--- config.mk ---
export PLATFORM = sky130hd
export DESIGN_NAME = mem_port_arbiter
export DESIGN_NICKNAME = d
export VERILOG_FILES = /design/src/rtl/definitions.sv /design/src/rtl/mem_arb_starve_guard.sv /design/src/rtl/mem_port_arbiter.sv
export SDC_FILE = /design/constraint.sdc
export NUM_CORES = 1
export LEC_CHECK = 0
export ABC_AREA = 1
export CAP_MARGIN = 25
export CORE_MARGIN = 3
export CORE_UTILIZATION = 44
export DETAILED_ROUTE_END_ITERATION = 8
export GPL_TIMING_DRIVEN = 0
export HOLD_SLACK_MARGIN = 0.03
export PLACE_DENSITY = 0.86
export SLEW_MARGIN = 5
export SYNTH_ARGS = -nofsm -noshare
export SYNTH_HDL_FRONTEND = slang
export SYNTH_SLANG_ARGS = --single-unit
--- constraint.sdc ---
create_clock -name clk -period 4.1 [get_ports clk]
set_input_delay 0.82 -clock clk [delete_from_list [all_inputs] [get_ports clk]]
set_output_delay 0.82 -clock clk [all_outputs]
set_load 0.1 [all_outputs]
--- src/rtl/definitions.sv ---
// rtl/definitions.sv - shared types for the data-memory port arbiter
package definitions;

    localparam int PKG_ADDR_W = 32;
    localparam int PKG_DATA_W = 32;
    localparam int REG_IDX_W  = 5;

    typedef logic [PKG_DATA_W-1:0] Register;
    typedef logic [REG_IDX_W-1:0]  reg_idx_t;

    typedef struct packed {
        logic [PKG_ADDR_W-1:0] addr;
        Register               val;
        reg_idx_t              dst;
    } m_data_t;

    typedef struct packed {
        logic    read;
        logic    write;
        m_data_t data;
    } M_input;

    typedef enum logic [1:0] {IDLE, ISSUE, WAIT, RESP} arb_state_e;
    typedef enum logic {OWN_IF, OWN_M} arb_owner_e;

    typedef struct packed {
        logic                  req;
        logic                  we;
        logic [PKG_ADDR_W-1:0] addr;
        Register               wdata;
    } mem_port_req;

endpackage

--- src/rtl/mem_arb_starve_guard.sv ---
// rtl/mem_arb_starve_guard.sv - counts M wins over a waiting IF and forces IF ahead at the limit
module mem_arb_starve_guard #(
    parameter int STARVE_LIMIT = 4
) (
    input  logic clk,
    input  logic rst,
    input  logic m_grant_if_waiting,
    input  logic if_grant,
    output logic force_if
);

    localparam int CNT_W = $clog2(STARVE_LIMIT + 1);
    localparam logic [CNT_W-1:0] LIMIT = CNT_W'(STARVE_LIMIT);

    logic [CNT_W-1:0] cnt;

    always_ff @(posedge clk) begin
        if (rst) begin
            cnt <= '0;
        end else if (if_grant) begin
            cnt <= '0;
        end else if (m_grant_if_waiting && cnt != LIMIT) begin
            cnt <= cnt + 1'b1;
        end
    end

    assign force_if = (cnt == LIMIT);

endmodule

--- src/rtl/mem_port_arbiter.sv ---
// rtl/mem_port_arbiter.sv - shares one data-memory port between IF and M, one transaction at a time
// Optional IF anti-starvation guard enabled by MEM_ARB_STARVE_EN.
module mem_port_arbiter
    import definitions::*;
#(
    parameter int ADDR_W       = 32,
    parameter int DATA_W       = 32,
    parameter int STARVE_LIMIT = 4
) (
    input  logic              clk,
    input  logic              rst,
    input  M_input            m_in,
    input  logic              if_req,
    input  logic [ADDR_W-1:0] if_addr,
    output logic              if_done,
    output logic [DATA_W-1:0] if_rdata,
    output logic              m_done,
    output logic [DATA_W-1:0] m_rdata,
    output reg_idx_t          m_wb_dst,
    output logic              stall_if,
    output logic              stall_m,
    output logic              mem_req,
    output logic              mem_we,
    output logic [ADDR_W-1:0] mem_addr,
    output logic [DATA_W-1:0] mem_wdata,
    input  logic              mem_gnt,
    input  logic              mem_rvalid,
    input  logic [DATA_W-1:0] mem_rdata
);

    arb_state_e  state;
    arb_owner_e  owner;
    mem_port_req req_q;

    logic m_pend;
    logic grant;
    logic pick_if;
    logic force_if;

    assign m_pend  = m_in.read | m_in.write;
    assign grant   = (state == IDLE) & (m_pend | if_req);
    assign pick_if = if_req & (~m_pend | force_if);

`ifdef MEM_ARB_STARVE_EN
    mem_arb_starve_guard #(
        .STARVE_LIMIT(STARVE_LIMIT)
    ) u_starve_guard (
        .clk                (clk),
        .rst                (rst),
        .m_grant_if_waiting (grant & ~pick_if & if_req),
        .if_grant           (grant & pick_if),
        .force_if           (force_if)
    );
`else
    // Fixed priority: a limit can never be reached, so IF never jumps ahead.
    assign force_if = (STARVE_LIMIT < 0);
`endif

    always_ff @(posedge clk) begin
        if (rst) begin
            state    <= IDLE;
            owner    <= OWN_IF;
            req_q    <= '0;
            if_done  <= 1'b0;
            m_done   <= 1'b0;
            if_rdata <= '0;
            m_rdata  <= '0;
            m_wb_dst <= '0;
        end else begin
            if_done <= 1'b0;
            m_done  <= 1'b0;
            case (state)
                IDLE: begin
                    if (grant) begin
                        state     <= ISSUE;
                        req_q.req <= 1'b1;
                        if (pick_if) begin
                            owner      <= OWN_IF;
                            req_q.we   <= 1'b0;
                            req_q.addr <= PKG_ADDR_W'(if_addr);
                        end else begin
                            // read+write together is treated as a write
                            owner       <= OWN_M;
                            req_q.we    <= m_in.write;
                            req_q.addr  <= m_in.data.addr;
                            req_q.wdata <= m_in.data.val;
                            m_wb_dst    <= m_in.data.dst;
                        end
                    end
                end
                ISSUE: begin
                    if (mem_gnt) begin
                        req_q.req <= 1'b0;
                        if (req_q.we) begin
                            state <= RESP;
                            if (owner == OWN_IF) if_done <= 1'b1;
                            else                 m_done  <= 1'b1;
                        end else begin
                            state <= WAIT;
                        end
                    end
                end
                WAIT: begin
                    if (mem_rvalid) begin
                        state <= RESP;
                        if (owner == OWN_IF) begin
                            if_rdata <= mem_rdata;
                            if_done  <= 1'b1;
                        end else begin
                            m_rdata <= mem_rdata;
                            m_done  <= 1'b1;
                        end
                    end
                end
                RESP: begin
                    // requester advances this cycle; re-arbitrate only from IDLE
                    state <= IDLE;
                end
                default: state <= IDLE;
            endcase
        end
    end

    assign mem_req   = req_q.req;
    assign mem_we    = req_q.we;
    assign mem_addr  = req_q.addr[ADDR_W-1:0];
    assign mem_wdata = req_q.wdata[DATA_W-1:0];

    assign stall_if = if_req & ~((state == RESP) & (owner == OWN_IF));
    assign stall_m  = m_pend & ~((state == RESP) & (owner == OWN_M));

endmodule

==> impl_metrics.csv <==
group,metric,value,unit
timing,tightest_slew,1.07,ns
drt,drc,0,
timing,fin_setup_tns,0,ns
synth,async_flop_share,0,%
synth,netlist_instances,840,
global_route,grt_util_met1,29.3,%
drt,drt_iter0_drc,263,
clock_network,cts_resized,0,
timing,finalMaxSlewViolations,0,
power_and_ir_drop,finalPower,7.76,mW
synth,synth_warnings,0,
timing,hold_viol_final,0,
final_layout,post-route-util,75.5,%
drt,first_pass_iters,5,
synth,ys_seq_share,49.3,%
timing,post-route-period-util,88.6,%
global_route,use_met2,45.4,%
synth,yosysTopAreaCellShare,49.3,%
synth,syn-cell-area,0.00569,mm²
critical_path,path_buffers,3,
power_and_ir_drop,p_per_area,835,mW/mm²
clock_network,cts.sinks,140,
critical_path,cp_data_required_time,3.28,ns
die,die_w,120,µm
die,dieArea,0.0143,mm²
power_and_ir_drop,power.share.switching,52.4,%
synth,yosysMostFrequentCell,"nor2_1",
die,ios,279,
critical_path,cpMaxStageDelayCell,"clkdlybuf4s50_1",
synth,postSynthAreaPerCell,6.77,µm²
outcome,status,"completed",
run,maxCapViolCount,0,
timing,worst_hold_slack,0.494,ns
critical_path,endpoint_kind,"primary output",
synth,ys_types,20,
clock_network,cts_tree,"built",
worst_hold_path,holdCritPathClass,"register to register",
power_and_ir_drop,p_sw,4.06,mW
placement,dp_cells,1286,
synth,ys_cells,840,
synth,syn-num-nets,985,
synth,ys_area,0.00569,mm²
final_layout,syn_to_final_growth,63.5,%
run,warning_count,30,
worst paths after layout:
check | depth (start not counted) | start | slack (ns) | endpoint
setup / recovery | 4 | if_req | 0.47 | stall_if
hold / removal | 2 | mem_req | 0.49 | mem_req
setup reg to reg | 8 | state[0] | 2.04 | if_rdata[16]
hold reg to reg | 2 | mem_req | 0.49 | mem_req
area by class of cell:
cell class	count	area, µm²
Fill cell	920	3020
Buffer	46	216
Multi-Input combinational cell	575	2370
Inverter	79	297
Tap cell	168	210
Sequential cell	140	2800
Clock buffer	20	457
Clock inverter	12	160
Timing Repair Buffer	278	2780
cells by family (layout without fill, tap and decap cells):
logic type,Yosys count,in the layout,synth area share (%)
AND-OR/OR-AND,112,112,9.99
flip-flops,140,140,49.3
AND/OR/NAND/NOR,458,458,30.6
buffers and inverters,125,435,9.02
adder cells (fa/ha/maj),5,5,1.10
through the flow:
stage                     worst slack, ns  area, µm²
after floorplan                     0.961       5690
after global placement              0.483       8680
after detailed placement            0.463       8680
after CTS                           0.453       9300
after global routing                0.389       9300
final                               0.467       9300
layer usage:
layer	vias up	wire length, µm
li1	3143	-
met1	2726	7680
met2	241	9220
met3	29	1950
met4	0	472
met5	-	0
state kept, by name, summed over array words and instances (netlist names):
| signal | flops |
|---|---|
| mem_addr | 32 |
| if_rdata | 32 |
| mem_req | 1 |
| mem_wdata | 32 |
| state | 2 |
| owner | 1 |
| if_done | 1 |
| m_done | 1 |
| mem_we | 1 |
| m_rdata | 32 |
| m_wb_dst | 5 |
power groups by stage:
stage | registers (mW) | clock network (mW) | logic (mW)
final | 1.88 | 1.59 | 4.30
after global routing | 1.91 | 1.66 | 4.51
after CTS | 1.87 | 1.61 | 4.30
after detailed placement | 1.89 | 0 | 4.28
after global placement | 1.88 | 0 | 4.24
after floorplan | 4.17 | 0 | 0.933
Figure 1. Wire density map.
(2 px per µm) The die is cut into 24 by 24 equal tiles; dark purple is low, yellow is high, scaled to the fullest tile. Values are wire area over tile area, all layers added.
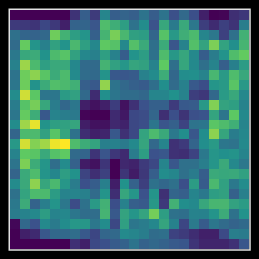
emptiest ninth of the die	center
nearly empty tiles	3.6%
fullest tile	0.55
densest ninth of the die	middle left
tiles over half the peak	34%
wire per inst: 14.7 µm
total wire length: 19.3 mm
Vias: 6139
Total Routing Usage GR: 26.4%

Figure 2. Signal wires by layer.
(3 px per µm) Two of the layers only.
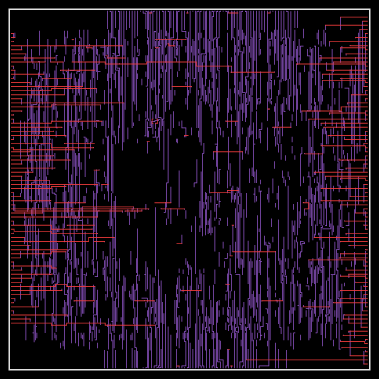
layer	color	wire length
met3	red	1950 µm
met2	purple	9220 µm

Figure 3. Close-up of the layout.
Region (45, 45) to (75, 75) µm. Cells in gray, sequential cells in the stronger gray; small squares are vias.
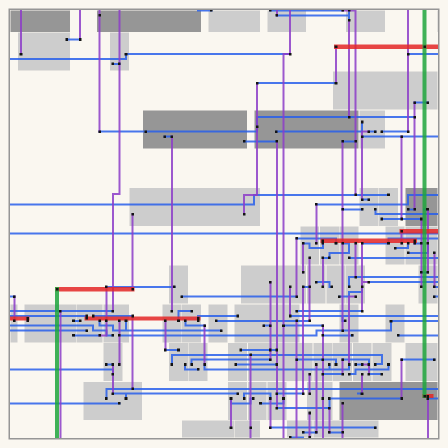
layer	color
met1	blue
met4	green
met3	red
met2	purple
netlist names of flops here include	m_wb_dst (2), state (2)
cells with their middle in the window	51
sequential cells in the window	5
most frequent	nand2_1 (13), inv_1 (7), nor2_1 (7)

Figure 4. Gate families picked out.
(3 px per µm)
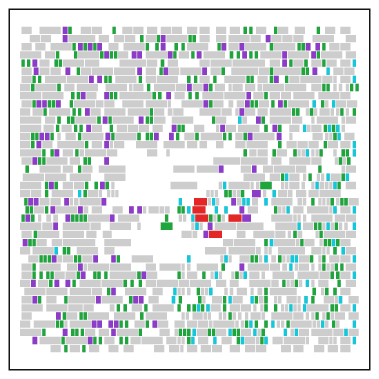
family	color	cells
inverters	cyan	79
adder and majority cells	red	5
NOR gates	green	308
inverting AOI/OAI gates	purple	112
fraction of area in multi-input gates: 25.5%
Top cell excl fill/tap: nor2_1
Non-Filler Instances: 1318

No activity file was given, so power comes from the tool's default toggle rates.
